==> run_1/io_placement.png <==
(8 px per um) Pins as bars across the die edge, other pins in gray.
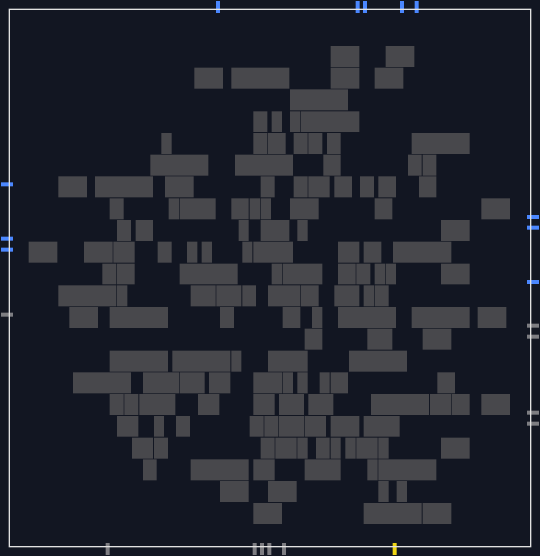
==> run_1/detail.png <==
Window x 12 to 52, y 14 to 54 um. Cells in gray, sequential cells in the stronger gray; small squares are vias.
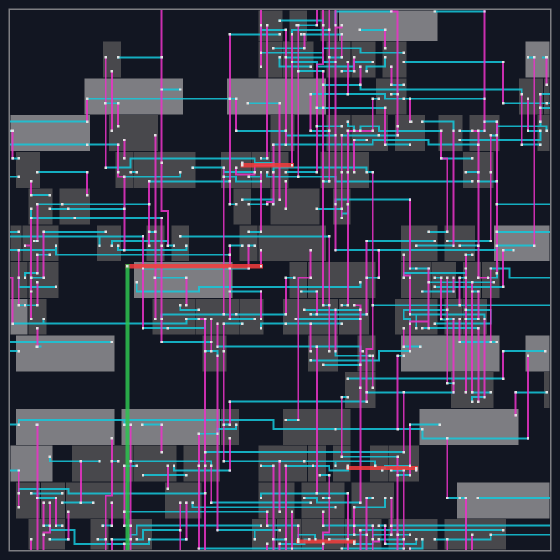
==> run_1/layer_met2.png <==
(6 px per um)
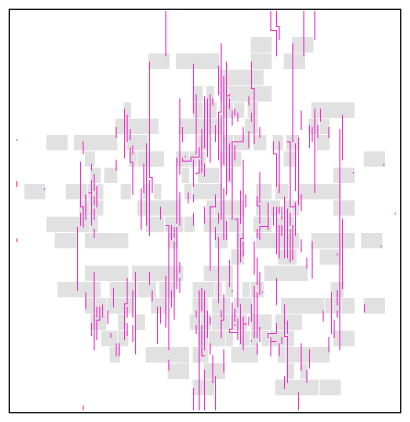
==> run_1/wires.png <==
(6 px per um) Only two layers are drawn.
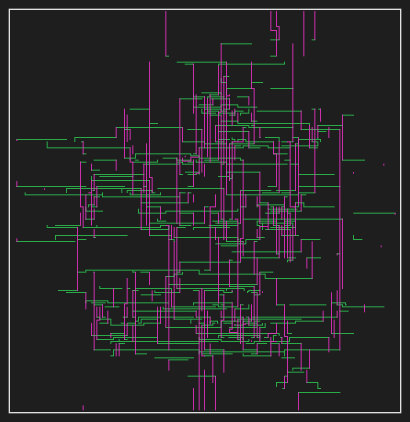
### src/rtl/usb_pkg.sv
// Shared USB serial-path definitions: bit-stuffing run length and unstuffer states.
package usb_pkg;

  localparam int USB_MAX_ONES = 6;

  typedef enum logic [1:0] {
    IDLE,
    ACTIVE,
    ERR
  } unstuff_state_t;

endpackage

### src/rtl/bit_unstuff.sv
// Receive bit unstuffer: drops the stuffed 0 after MAX_ONES ones, flags violations, counts payload bits.
// Latency 1 cycle (all outputs registered); no backpressure, pause tells CRC/SIPO to hold on a dropped bit.
// Optional UNSTUFF_EOP_CHECK_EN: an EOP arriving while a stuffed 0 is still owed raises stuff_err.
module bit_unstuff
  import usb_pkg::*;
#(
  parameter int MAX_ONES = USB_MAX_ONES,
  parameter int CNT_W    = 11
) (
  input  logic             clk,
  input  logic             rst_n,
  input  logic             start,
  input  logic             endp,
  input  logic             in_valid,
  input  logic             s_in,
  output logic             s_out,
  output logic             out_valid,
  output logic             pause,
  output logic             stuff_err,
  output logic             done,
  output logic [CNT_W-1:0] bit_cnt
);

  localparam int ONES_W = $clog2(MAX_ONES + 1);
  localparam logic [ONES_W-1:0] ONES_MAX = ONES_W'(MAX_ONES);

  unstuff_state_t    state, state_nxt;
  logic [ONES_W-1:0] ones_cnt, ones_nxt;
  logic [CNT_W-1:0]  cnt_nxt;
  logic              s_out_nxt, out_valid_nxt, pause_nxt, err_nxt, done_nxt;

  always_ff @(posedge clk) begin
    if (!rst_n) begin
      state     <= IDLE;
      ones_cnt  <= '0;
      s_out     <= 1'b0;
      out_valid <= 1'b0;
      pause     <= 1'b0;
      stuff_err <= 1'b0;
      done      <= 1'b0;
      bit_cnt   <= '0;
    end else begin
      state     <= state_nxt;
      ones_cnt  <= ones_nxt;
      s_out     <= s_out_nxt;
      out_valid <= out_valid_nxt;
      pause     <= pause_nxt;
      stuff_err <= err_nxt;
      done      <= done_nxt;
      bit_cnt   <= cnt_nxt;
    end
  end

  always_comb begin
    state_nxt     = state;
    ones_nxt      = ones_cnt;
    cnt_nxt       = bit_cnt;
    err_nxt       = stuff_err;
    s_out_nxt     = 1'b0;
    out_valid_nxt = 1'b0;
    pause_nxt     = 1'b0;
    done_nxt      = 1'b0;

    // start beats endp and any bit in the same cycle, from every state
    if (start) begin
      state_nxt = ACTIVE;
      ones_nxt  = '0;
      cnt_nxt   = '0;
      err_nxt   = 1'b0;
    end else begin
      case (state)
        ACTIVE: begin
          if (endp) begin
            state_nxt = IDLE;
            done_nxt  = 1'b1;
            ones_nxt  = '0;
`ifdef UNSTUFF_EOP_CHECK_EN
            if (ones_cnt == ONES_MAX) err_nxt = 1'b1;
`endif
          end else if (in_valid) begin
            if (ones_cnt != ONES_MAX) begin
              out_valid_nxt = 1'b1;
              s_out_nxt     = s_in;
              if (bit_cnt != '1) cnt_nxt = bit_cnt + 1'b1;
              ones_nxt = s_in ? ones_cnt + 1'b1 : '0;
            end else if (!s_in) begin
              pause_nxt = 1'b1;
              ones_nxt  = '0;
            end else begin
              err_nxt   = 1'b1;
              state_nxt = ERR;
            end
          end
        end
        ERR: begin
          if (endp) begin
            state_nxt = IDLE;
            done_nxt  = 1'b1;
            ones_nxt  = '0;
          end
        end
        default: ;
      endcase
    end
  end

endmodule
### config.mk
export PLATFORM = sky130hd
export DESIGN_NAME = bit_unstuff
export DESIGN_NICKNAME = d
export VERILOG_FILES = /design/src/rtl/usb_pkg.sv /design/src/rtl/bit_unstuff.sv
export SDC_FILE = /design/constraint.sdc
export NUM_CORES = 1
export LEC_CHECK = 0
export CAP_MARGIN = 20
export CORE_AREA = 2 2 63 65
export DETAILED_ROUTE_END_ITERATION = 10
export DIE_AREA = 0 0 65 67
export PLACE_DENSITY = 0.5
export SLEW_MARGIN = 20
export SYNTH_ARGS = -nofsm -noshare
export SYNTH_HDL_FRONTEND = slang
export SYNTH_SLANG_ARGS = --single-unit
### constraint.sdc
create_clock -name clk -period 4.7 [get_ports clk]
set_input_delay 1.41 -clock clk [delete_from_list [all_inputs] [get_ports clk]]
set_output_delay 1.41 -clock clk [all_outputs]
set_load 0.01 [all_outputs]
==> reports/metrics.cfg, run 1 <==
[floorplanning]
core_um2 = 3610

[synth]
synth.area.top_cells = sky130_fd_sc_hd__dfxtp_1, sky130_fd_sc_hd__ha_1, sky130_fd_sc_hd__a21oi_1
post_synth_instance_area_um2 = 1050
synthesis_warnings = 0
synthXorXnorAreaFrac_pct = 0

[cts]
cts-buffers-inserted = 3
cts_hold_buffers = 0
post_cts_resized = 0

[finish]
number_of_diodes = 0
multi_input_comb_cells = 93
layout.area.top_class = multi-input combinational cells
layoutNonFillerInstCount = 197
largest_register = bit_cnt
fin_nets = 161

[worst_setup_path]
setup.worst_path.class = in -> reg
worst-r2r-setup-slack_ns = 2.63
critical_path.slowest_cell = sky130_fd_sc_hd__nor4_1
cp_cell_sequence = clkdlybuf4s50_1 -> a21o_2 -> nor4_1 -> a21oi_1 -> a31o_2

[placed_design]
numPortBuffers = 21

[power_and_ir_drop]
netSwitchingFraction_pct = 23.0
total_power_mw = 0.323
power.share.sequential_pct = 55.8

[final_timing]
max_clock_freq_mhz = 328

[run_status]
outcome = completed

[min_path]
hold_path_class = reg -> reg

[grt]
grt_max_degree = 18

## Picture notes: io_placement.png
[stuff_err] yellow | pins: 1 | direction: output | edge: bottom
[bit_cnt] blue | pins: 11 | direction: output | edge: 5 top, 3 left, 3 right
all pins by edge: 7 right, 6 bottom, 5 top, 4 left

## Picture notes: detail.png
[metal 1] cyan
[metal 3] red
[metal 4] green
[metal 2] magenta
sequential cells in the window: 12
cells with their middle in the window: 99
netlist names of flops here include: bit_cnt (7), ones_cnt (2)
most frequent: nand2_1 (12), dfxtp_1 (12)

## Picture notes: layer_met2.png
longest straight run: 36.7 um
wire length on this layer: 1,100 um
share of all routed wire: 44%
main direction: vertical

## Picture notes: wires.png
[metal 1] green | wire length: 1,300 um
[metal 2] magenta | wire length: 1,100 um
all-layer global routing usage: 12.4%
post-detailed-routing wire length: 2.52 mm
total vias in the final route: 995
Routed wire per std cell: 12.8 um

--- run 2 (diff from run 1) ---
==> constraint.sdc (replaced) <==
create_clock -name clk -period 2.97 [get_ports clk]
set_input_delay 0.891 -clock clk [delete_from_list [all_inputs] [get_ports clk]]
set_output_delay 0.891 -clock clk [all_outputs]
set_load 0.01 [all_outputs]
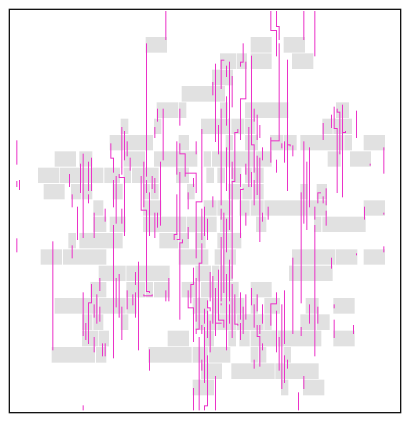
(run_2/layer_met2.png)
(6 px per um)
share of all routed wire: 46%
longest straight run: 27.9 um
main direction: vertical
wire length on this layer: 1,180 um
post-detailed-routing wire length: 2.57 mm
global routing met2 resource utilization: 19.7%
total vias in the final route: 996

==> run 2 against run 1 <==
Compared with the run above: final cell count increased by 1.0%; cell area up 1.0%; largest power group unchanged; synthesized cell count did not move; die size did not move.
==> reports/metrics.cfg, run 2 <==
[power_and_ir_drop]
power.ir.vdd_worst_mv = 0.142  ; was 0.110 mV
netSwitchingFraction_pct = 22.8  ; was 23.0%
total_power_mw = 0.513  ; was 0.323 mW
pwr.group.combinational_mw = 0.0395  ; was 0.0245 mW
net-switching-power_mw = 0.117  ; was 0.0743 mW
power.share.sequential_pct = 55.5  ; was 55.8%

[placed_design]
numPortBuffers = 21  ; unchanged

[finish]
fin_nets = 163  ; was 161
layout.area.top_class = multi-input combinational cells  ; unchanged
number_of_non_clock_buffers_in_the_layout = 23  ; was 21
layoutNonFillerInstCount = 199  ; was 197
num-fill-cells = 369  ; unchanged
syn2layout_area_growth_pct = 30.6  ; was 29.3%
largest_register = bit_cnt  ; unchanged
number_of_diodes = 0  ; unchanged
drive_above_1_share_pct = 6.62  ; was 6.04%
multi_input_comb_cells = 93  ; unchanged

[worst_setup_path]
critical_path.slowest_cell = sky130_fd_sc_hd__clkdlybuf4s50_1  ; was sky130_fd_sc_hd__nor4_1
worst_path_largest_cell_delay_ns = 0.49  ; was 0.66 ns
cp_cell_sequence = clkdlybuf4s50_1 -> a21o_2 -> or4_4 -> or3_1 -> a21oi_1  ; was clkdlybuf4s50_1 -> a21o_2 -> nor4_1 -> a21oi_1 -> a31o_2
setup.worst_path.class = in -> reg  ; unchanged
worst-r2r-setup-slack_ns = 0.98  ; was 2.63 ns

[synth]
synthXorXnorAreaFrac_pct = 0  ; unchanged
synthesis_warnings = 0  ; unchanged
logic_family = simple AND/OR/NAND/NOR gates  ; unchanged
synth.area.top_cells = sky130_fd_sc_hd__dfxtp_1, sky130_fd_sc_hd__ha_1, sky130_fd_sc_hd__a21oi_1  ; unchanged
synth.area.mux_share_pct = 1.90  ; unchanged
yosys.area.top_type_share_pct = 39.9  ; unchanged
post_synth_instance_area_um2 = 1050  ; unchanged
synth-seq-cells = 21  ; unchanged
syn-mean-instance-area_um2 = 8.37  ; unchanged

[final_timing]
finalCritPeriodShare_pct = 81.9
skew_ns = 0.00165  ; was 0.00319 ns
max_clock_freq_mhz = 411
rsz0062_at_grt = false  ; unchanged
timing_hold_violations_final = 0  ; unchanged

[run_status]
outcome = completed  ; unchanged

[grt]
globalRouteOverflowTotal = 0  ; unchanged
grt_antenna_before_repair = 0  ; unchanged
via_count_of_the_first_global_routing_pass = 917  ; was 892
all_layer_global_routing_usage_pct = 12.7  ; was 12.4%
grt_max_degree = 15  ; was 18

[cts]
cts_hold_buffers = 0  ; unchanged
post_cts_resized = 0  ; unchanged
cts-buffers-inserted = 3  ; unchanged

[drt]
routedWlPerCell_um = 12.9  ; was 12.8 um
vias_per_cell = 5.01  ; was 5.05

[floorplanning]
die_width_um = 65  ; unchanged
core_um2 = 3610  ; unchanged

[min_path]
hold_path_class = reg -> reg  ; unchanged

--- run 3 (diff from run 2) ---
==> constraint.sdc (replaced) <==
create_clock -name clk -period 2.47 [get_ports clk]
set_input_delay 0.741 -clock clk [delete_from_list [all_inputs] [get_ports clk]]
set_output_delay 0.741 -clock clk [all_outputs]
set_load 0.01 [all_outputs]
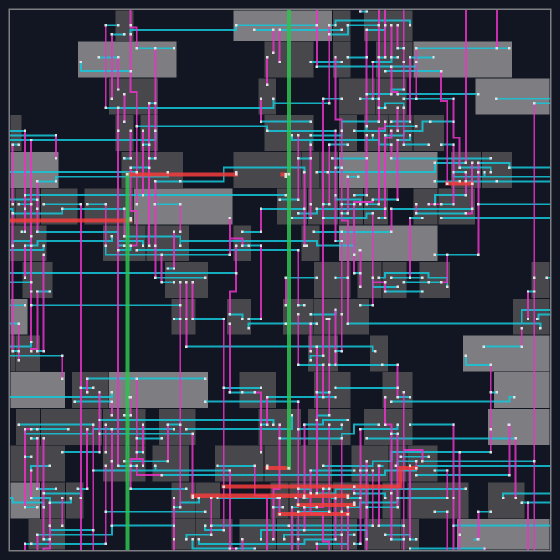
(run_3/detail.png)
Window x 12 to 52, y 14 to 54 um. Cells in gray, sequential cells in the stronger gray; small squares are vias.
[metal 2] magenta
[metal 1] cyan
[metal 3] red
[metal 4] green
most frequent: dfxtp_1 (13), nand2_1 (11), buf_4 (8)
sequential cells in the window: 13
netlist names of flops here include: bit_cnt (8)
cells with their middle in the window: 106

==> run 3 against run 2 <==
Compared with the run above: synthesized area unchanged; non-clock buffer count increased by 7; register-to-register slack got worse by 0.48 ns; die size unchanged; critical path depth unchanged; clock skew increased by 0.0050 ns.
==> reports/metrics.cfg, run 3 <==
[run_status]
outcome = completed  ; unchanged

[synth]
synth-seq-cells = 21  ; unchanged
syn-mean-instance-area_um2 = 8.37  ; unchanged
synthesis_warnings = 0  ; unchanged
synthXorXnorAreaFrac_pct = 0  ; unchanged
logic_family = simple AND/OR/NAND/NOR gates  ; unchanged

[worst_setup_path]
critical_path.slowest_cell = sky130_fd_sc_hd__or4_4  ; was sky130_fd_sc_hd__clkdlybuf4s50_1
cp_cell_sequence = clkdlybuf4s50_1 -> a21o_2 -> or4_4 -> or3_1 -> a21oi_1  ; unchanged

[finish]
drive_above_1_share_pct = 11.4  ; was 6.62%
fin_nets = 170  ; was 163
largest_register = bit_cnt  ; unchanged
number_of_non_clock_buffers_in_the_layout = 30  ; was 23
layoutNonFillerInstCount = 206  ; was 199
num-fill-cells = 369  ; unchanged
multi_input_comb_cells = 93  ; unchanged

[grt]
grt_antenna_before_repair = 0  ; unchanged
grt_max_degree = 13  ; was 15
globalRouteOverflowTotal = 0  ; unchanged
via_count_of_the_first_global_routing_pass = 995  ; was 917
global_route.usage.met2_pct = 20.4  ; was 19.7%

[drt]
wirelength_mm = 2.66  ; was 2.57 mm
vias = 1053  ; was 996

[power_and_ir_drop]
net-switching-power_mw = 0.150  ; was 0.117 mW

[floorplanning]
core_um2 = 3610  ; unchanged
die_width_um = 65  ; unchanged

[cts]
cts_hold_buffers = 0  ; unchanged

[final_timing]
max_clock_freq_mhz = 462

No activity file was given, so power comes from the tool's default toggle rates.
